Cell classes on the final placement:
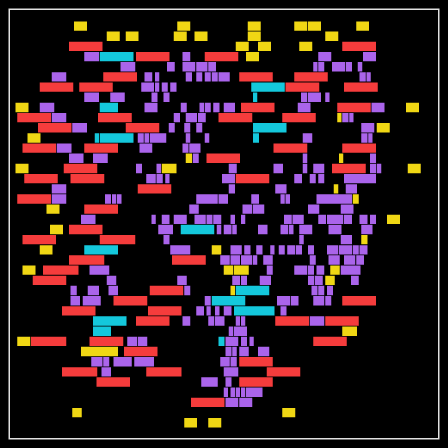
Routing congestion map:
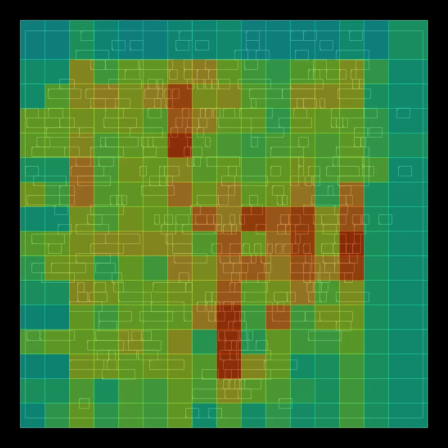
Nets reached from selected ports:
Scale bar: 20 um.
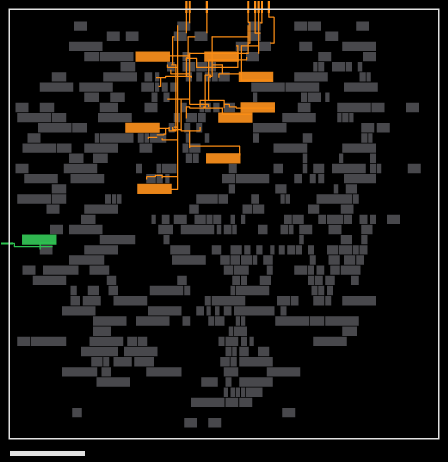
### config.mk
export PLATFORM = sky130hd
export DESIGN_NAME = i2c_target
export DESIGN_NICKNAME = d
export VERILOG_FILES = /design/src/rtl/i2c_pkg.sv /design/src/rtl/i2c_line_filter.sv /design/src/rtl/i2c_target.sv
export SDC_FILE = /design/constraint.sdc
export NUM_CORES = 1
export LEC_CHECK = 0
export CAP_MARGIN = 20
export CORE_UTILIZATION = 25
export CTS_CLUSTER_DIAMETER = 30
export DETAILED_ROUTE_END_ITERATION = 8
export GPL_TIMING_DRIVEN = 0
export PLACE_DENSITY = 0.39
export SLEW_MARGIN = 25
export SYNTH_ARGS = -nofsm -noshare
export SYNTH_HDL_FRONTEND = slang
export SYNTH_HIERARCHICAL = 1
export SYNTH_SLANG_ARGS = --single-unit
### constraint.sdc
create_clock -name clk -period 3 [get_ports clk]
set_input_delay 0.9 -clock clk [delete_from_list [all_inputs] [get_ports clk]]
set_output_delay 0.9 -clock clk [all_outputs]
set_load 0.005 [all_outputs]
### src/rtl/i2c_pkg.sv
// Shared I2C definitions: target FSM states, bus-level constants and
// START/STOP detection helpers.
package i2c_pkg;

  typedef enum logic [3:0] {
    ST_IDLE,
    ST_ADDR,
    ST_ADDR_ACK,
    ST_REG,
    ST_REG_ACK,
    ST_WDATA,
    ST_WDATA_ACK,
    ST_RDATA,
    ST_RDATA_ACK,
    ST_WAIT_STOP
  } i2c_tgt_state_e;

  localparam logic ACK_BIT  = 1'b0;
  localparam logic NACK_BIT = 1'b1;
  localparam logic RW_WRITE = 1'b0;
  localparam logic RW_READ  = 1'b1;

  // SCL counts as high if it was high before this sample, so an SCL edge
  // coinciding with the SDA edge still yields START/STOP.
  function automatic logic scl_was_high(input logic scl_lvl, input logic scl_rose,
                                        input logic scl_fell);
    return (scl_lvl & ~scl_rose) | scl_fell;
  endfunction

  function automatic logic is_start(input logic scl_lvl, input logic scl_rose,
                                    input logic scl_fell, input logic sda_fell);
    return sda_fell & scl_was_high(scl_lvl, scl_rose, scl_fell);
  endfunction

  function automatic logic is_stop(input logic scl_lvl, input logic scl_rose,
                                   input logic scl_fell, input logic sda_rose);
    return sda_rose & scl_was_high(scl_lvl, scl_rose, scl_fell);
  endfunction

endpackage

### src/rtl/i2c_line_filter.sv
// Two-flop synchroniser plus deglitch filter for one open-drain bus line.
// The filtered level only follows the input after FILTER_LEN identical
// consecutive synchronised samples; rise/fall pulse with the level change.
module i2c_line_filter #(
  parameter int unsigned FILTER_LEN = 3
) (
  input  logic clk,
  input  logic rst_n,
  input  logic din,
  output logic level,
  output logic rise,
  output logic fall
);

  localparam int unsigned CNT_W = (FILTER_LEN > 1) ? $clog2(FILTER_LEN) : 1;
  localparam logic [CNT_W-1:0] CNT_MAX = CNT_W'(FILTER_LEN - 1);

  logic [1:0]       sync_q, sync_d;
  logic [CNT_W-1:0] cnt_q, cnt_d;
  logic             level_q, level_d;
  logic             rise_q, rise_d;
  logic             fall_q, fall_d;

  // Count consecutive samples that disagree with the filtered level.
  always_comb begin
    sync_d  = {sync_q[0], din};
    cnt_d   = '0;
    level_d = level_q;
    if (sync_q[1] != level_q) begin
      if (cnt_q == CNT_MAX) begin
        level_d = sync_q[1];
      end else begin
        cnt_d = cnt_q + 1'b1;
      end
    end
    rise_d = level_d & ~level_q;
    fall_d = ~level_d & level_q;
  end

  // Idle bus is high, so all line state resets to 1.
  always_ff @(posedge clk or negedge rst_n) begin
    if (!rst_n) begin
      sync_q  <= '1;
      cnt_q   <= '0;
      level_q <= 1'b1;
      rise_q  <= 1'b0;
      fall_q  <= 1'b0;
    end else begin
      sync_q  <= sync_d;
      cnt_q   <= cnt_d;
      level_q <= level_d;
      rise_q  <= rise_d;
      fall_q  <= fall_d;
    end
  end

  assign level = level_q;
  assign rise  = rise_q;
  assign fall  = fall_q;

endmodule

### src/rtl/i2c_target.sv
// I2C target bridging 7-bit-address transfers onto a byte-wide register bus.
// Write: START, addr+W, pointer, data...; read: repeated START, addr+R, data...
module i2c_target
  import i2c_pkg::*;
#(
  parameter logic [6:0]  TARGET_ADDR = 7'h50,
  parameter int unsigned FILTER_LEN  = 3
) (
  input  logic       clk,
  input  logic       rst_n,
  input  logic       en,
  input  logic       scl_in,
  input  logic       sda_in,
  output logic       sda_oe,
  output logic [7:0] reg_addr,
  output logic [7:0] reg_wdata,
  output logic       reg_we,
  output logic       reg_re,
  input  logic [7:0] reg_rdata,
  output logic       busy
);

  logic scl, scl_rise, scl_fall;
  logic sda, sda_rise, sda_fall;
  logic start_det, stop_det;

  i2c_line_filter #(.FILTER_LEN(FILTER_LEN)) u_scl_filt (
    .clk   (clk),
    .rst_n (rst_n),
    .din   (scl_in),
    .level (scl),
    .rise  (scl_rise),
    .fall  (scl_fall)
  );

  i2c_line_filter #(.FILTER_LEN(FILTER_LEN)) u_sda_filt (
    .clk   (clk),
    .rst_n (rst_n),
    .din   (sda_in),
    .level (sda),
    .rise  (sda_rise),
    .fall  (sda_fall)
  );

  assign start_det = is_start(scl, scl_rise, scl_fall, sda_fall);
  assign stop_det  = is_stop(scl, scl_rise, scl_fall, sda_rise);

  i2c_tgt_state_e state_q, state_d;
  logic [3:0] bit_cnt_q, bit_cnt_d;
  logic [7:0] shift_q, shift_d;
  logic [7:0] tx_q, tx_d;
  logic [7:0] reg_addr_q, reg_addr_d;
  logic [7:0] reg_wdata_q, reg_wdata_d;
  logic       reg_we_q, reg_we_d;
  logic       reg_re_q, reg_re_d;
  logic       sda_oe_q, sda_oe_d;
  logic       busy_q, busy_d;
  logic       rw_q, rw_d;
  logic       load_q, load_d;
  logic [7:0] byte_in;

  assign byte_in = {shift_q[6:0], sda};

  // Next-state and datapath: protocol FSM, then START/STOP/en overrides.
  always_comb begin
    state_d     = state_q;
    bit_cnt_d   = bit_cnt_q;
    shift_d     = shift_q;
    tx_d        = tx_q;
    reg_addr_d  = reg_addr_q;
    reg_wdata_d = reg_wdata_q;
    reg_we_d    = 1'b0;
    reg_re_d    = 1'b0;
    sda_oe_d    = sda_oe_q;
    busy_d      = busy_q;
    rw_d        = rw_q;
    load_d      = load_q;

    case (state_q)
      ST_IDLE: sda_oe_d = 1'b0;

      ST_ADDR: begin
        if (scl_rise) begin
          shift_d   = byte_in;
          bit_cnt_d = bit_cnt_q + 4'd1;
          if (bit_cnt_q == 4'd7) begin
            if (byte_in[7:1] == TARGET_ADDR && byte_in[7:1] != 7'd0) begin
              busy_d = 1'b1;
              rw_d   = byte_in[0];
            end else begin
              busy_d  = 1'b0;
              state_d = ST_IDLE;
            end
          end
        end else if (scl_fall && bit_cnt_q == 4'd8) begin
          sda_oe_d = ~ACK_BIT;
          state_d  = ST_ADDR_ACK;
        end
      end

      ST_ADDR_ACK: begin
        if (scl_fall) begin
          sda_oe_d  = 1'b0;
          bit_cnt_d = 4'd0;
          if (rw_q == RW_READ) begin
            reg_re_d = 1'b1;
            load_d   = 1'b0;
            state_d  = ST_RDATA;
          end else begin
            state_d = ST_REG;
          end
        end
      end

      ST_REG: begin
        if (scl_rise) begin
          shift_d   = byte_in;
          bit_cnt_d = bit_cnt_q + 4'd1;
          if (bit_cnt_q == 4'd7) reg_addr_d = byte_in;
        end else if (scl_fall && bit_cnt_q == 4'd8) begin
          sda_oe_d = ~ACK_BIT;
          state_d  = ST_REG_ACK;
        end
      end

      ST_REG_ACK: begin
        if (scl_fall) begin
          sda_oe_d  = 1'b0;
          bit_cnt_d = 4'd0;
          state_d   = ST_WDATA;
        end
      end

      ST_WDATA: begin
        if (scl_rise) begin
          shift_d   = byte_in;
          bit_cnt_d = bit_cnt_q + 4'd1;
          if (bit_cnt_q == 4'd7) begin
            reg_wdata_d = byte_in;
            reg_we_d    = 1'b1;
          end
        end else if (scl_fall && bit_cnt_q == 4'd8) begin
          sda_oe_d = ~ACK_BIT;
          state_d  = ST_WDATA_ACK;
        end
      end

      ST_WDATA_ACK: begin
        if (scl_fall) begin
          sda_oe_d   = 1'b0;
          bit_cnt_d  = 4'd0;
          reg_addr_d = reg_addr_q + 8'd1;
          state_d    = ST_WDATA;
        end
      end

      // load_q marks a byte after master ACK whose read strobe waits for SCL fall;
      // the strobe from ADDR_ACK is issued on the entering fall itself.
      ST_RDATA: begin
        if (reg_re_q) begin
          tx_d     = reg_rdata;
          sda_oe_d = ~reg_rdata[7];
        end else if (scl_fall) begin
          if (load_q) begin
            reg_re_d = 1'b1;
            load_d   = 1'b0;
          end else if (bit_cnt_q == 4'd8) begin
            sda_oe_d = 1'b0;
            state_d  = ST_RDATA_ACK;
          end else begin
            tx_d     = {tx_q[6:0], 1'b0};
            sda_oe_d = ~tx_q[6];
          end
        end else if (scl_rise && !load_q) begin
          bit_cnt_d = bit_cnt_q + 4'd1;
        end
      end

      ST_RDATA_ACK: begin
        sda_oe_d = 1'b0;
        if (scl_rise) begin
          if (sda == ACK_BIT) begin
            reg_addr_d = reg_addr_q + 8'd1;
            bit_cnt_d  = 4'd0;
            load_d     = 1'b1;
            state_d    = ST_RDATA;
          end else begin
            state_d = ST_WAIT_STOP;
          end
        end
      end

      ST_WAIT_STOP: sda_oe_d = 1'b0;

      default: state_d = ST_IDLE;
    endcase

    if (start_det) begin
      state_d   = ST_ADDR;
      bit_cnt_d = 4'd0;
      sda_oe_d  = 1'b0;
      reg_we_d  = 1'b0;
      reg_re_d  = 1'b0;
      load_d    = 1'b0;
    end
    if (stop_det || !en) begin
      state_d  = ST_IDLE;
      sda_oe_d = 1'b0;
      busy_d   = 1'b0;
      reg_we_d = 1'b0;
      reg_re_d = 1'b0;
      load_d   = 1'b0;
    end
  end

  // State and datapath registers.
  always_ff @(posedge clk or negedge rst_n) begin
    if (!rst_n) begin
      state_q     <= ST_IDLE;
      bit_cnt_q   <= '0;
      shift_q     <= '0;
      tx_q        <= '0;
      reg_addr_q  <= '0;
      reg_wdata_q <= '0;
      reg_we_q    <= 1'b0;
      reg_re_q    <= 1'b0;
      sda_oe_q    <= 1'b0;
      busy_q      <= 1'b0;
      rw_q        <= RW_WRITE;
      load_q      <= 1'b0;
    end else begin
      state_q     <= state_d;
      bit_cnt_q   <= bit_cnt_d;
      shift_q     <= shift_d;
      tx_q        <= tx_d;
      reg_addr_q  <= reg_addr_d;
      reg_wdata_q <= reg_wdata_d;
      reg_we_q    <= reg_we_d;
      reg_re_q    <= reg_re_d;
      sda_oe_q    <= sda_oe_d;
      busy_q      <= busy_d;
      rw_q        <= rw_d;
      load_q      <= load_d;
    end
  end

  assign sda_oe    = sda_oe_q;
  assign reg_addr  = reg_addr_q;
  assign reg_wdata = reg_wdata_q;
  assign reg_we    = reg_we_q;
  assign reg_re    = reg_re_q;
  assign busy      = busy_q;

endmodule
==> reports/qor.csv <==
metric,value,unit
antenna_cells,0,
drc,0,
rows,40,
power_frac_seq,0.319,
reg2reg_slack,0.79,ns
port_buffers,32,
yosys-mux-area-fraction,0.102,
drt_iter0_markers,104,
path_delay_family,buffers and inverters,
cts_max_level,3,
setup_viol,0,
synthAdderAreaFrac,0.0119,
netlist_area,3160,sq um
initCoreUtil,0.260,
drv_slew,0,
cts_resized,0,
synth_seq_share,0.461,
slowest_stage,clkdlybuf4s50_1,
fillers,1252,
layout_top_cell,dfrtp_1,
critPathBufInv,1,
fin_nets,357,
die_area,13100,sq um
fp_nets,313,
hp-class,reg -> reg,
period_used_share,0.756,
critPathArrivalTime,1.37,ns
status,completed,
hold_violations,0,
grt_pass1_wl,13.3,mm
## Picture notes: 'cell classes on the final placement'
class	color	cells	share of their area
remaining buffers and delay cells	yellow	47	12%
combinational and other logic	purple	225	42%
sequential cells	red	58	38%
clock drivers and dummy loads	cyan	16	7.9%

## Picture notes: 'routing congestion map'
Wirelength per Cell: 15.6 um
M1 GR Usage: 0.187
M2 GR Usage: 0.192
Tot GR Track Use: 0.132
grt peak-use layer: met2

## Picture notes: 'nets reached from selected ports'
port	color	direction	edge	end cells	buffers	wire
reg_addr	orange	output	north	8	8	443 um
reg_we	green	output	west	1	1	17.5 um

==> through the flow <==
step	power [mW]	setup TNS [ns]	worst slack, ns	utilization
after global placement	2.54	-53.80	-1.01	0.304
after CTS	3.59	0	0.714	0.330
after floorplan	2.12	0	1.12	-
final	3.56	0	0.733	0.330
after detailed placement	2.54	0	0.622	0.306
after global routing	3.80	0	0.631	0.330
==> cell usage after synthesis, types with 3 or more instances <==
cell type	instances	share of area
nor2b_1	6	0.012
inv_1	10	0.012
clkbuf_1	3	0.0036
nor3_1	10	0.016
or4b_1	3	0.0095
a2bb2oi_1	6	0.017
ha_1	3	0.012
o22ai_1	5	0.0099
nand3b_1	4	0.0095
buf_2	3	0.0047
mux2_2	14	0.050
nand3_1	16	0.025
mux2i_1	11	0.035
nand2_1	20	0.024
o21ai_0	17	0.027
mux2_4	3	0.014
dfrtp_1	52	0.41
nor3b_1	8	0.019
nand2b_1	3	0.0059
o211ai_1	3	0.0071
buf_6	3	0.011
nor2_1	11	0.013
buf_4	4	0.0095
a21oi_1	17	0.027
nand4_1	3	0.0059
dfstp_2	6	0.050
==> sequential cells by signal (all words and copies together), names as in the netlist, 2 cells and up <==
name	cells
reg_addr	8
reg_wdata	8
shift_q	7
tx_q	7
bit_cnt_q	4
state_q	4
u_scl_filt/cnt_q	2
u_scl_filt/sync_q	2
u_sda_filt/cnt_q	2
u_sda_filt/sync_q	2
==> power by group through the flow <==
stage,Clock [mW],Sequential (mW),Combinational [mW]
4_1_cts,1.06,1.14,1.39
3_3_place_gp,0,1.14,1.39
3_5_place_dp,0,1.15,1.39
5_1_grt,1.09,1.17,1.55
2_1_floorplan,0,1.09,1.03
6_report,1.03,1.13,1.39
==> final timing paths <==
path,start,endpoint,cells past startpoint
worst max-delay path,reg_addr[2],reg_addr[2],1
worst min register to register,u_sda_filt/sync_q[0],u_sda_filt/sync_q[1],0
max in group asynchronous,rst_n,u_sda_filt/level,2
min in group asynchronous,rst_n,bit_cnt_q[0],1
worst max register to register,bit_cnt_q[0],state_q[0],7
worst min-delay path,u_sda_filt/sync_q[0],u_sda_filt/sync_q[1],0
==> layout make-up <==
cell class                      count  area share
Clock buffer                       13      0.0648
Timing Repair Buffer               33      0.0860
Tap cell                          168      0.0523
Clock inverter                      3     0.00997
Sequential cell                    58       0.363
Inverter                           10     0.00934
Multi-Input combinational cell    215       0.391
Buffer                             14      0.0234
==> routing by layer <==
layer / vias up / routed length, um / track usage
met5: - / 0 / 0
met4: 0 / 134 / 0.0563
met3: 8 / 372 / 0.0323
met2: 51 / 3560 / 0.192
met1: 1236 / 3970 / 0.187
li1: 1201 / - / -
==> logic make-up after synthesis <==
| family | Yosys count |
|---|---|
| xor gates and xnor gates | 4 |
| buffers and inverters | 24 |
| DFF | 58 |
| and+or+nand+nor | 106 |
| AOI/OAI and AO/OA | 73 |
| adders and majority gates | 3 |
| muxes | 29 |
No activity file was given, so power comes from the tool's default toggle rates.
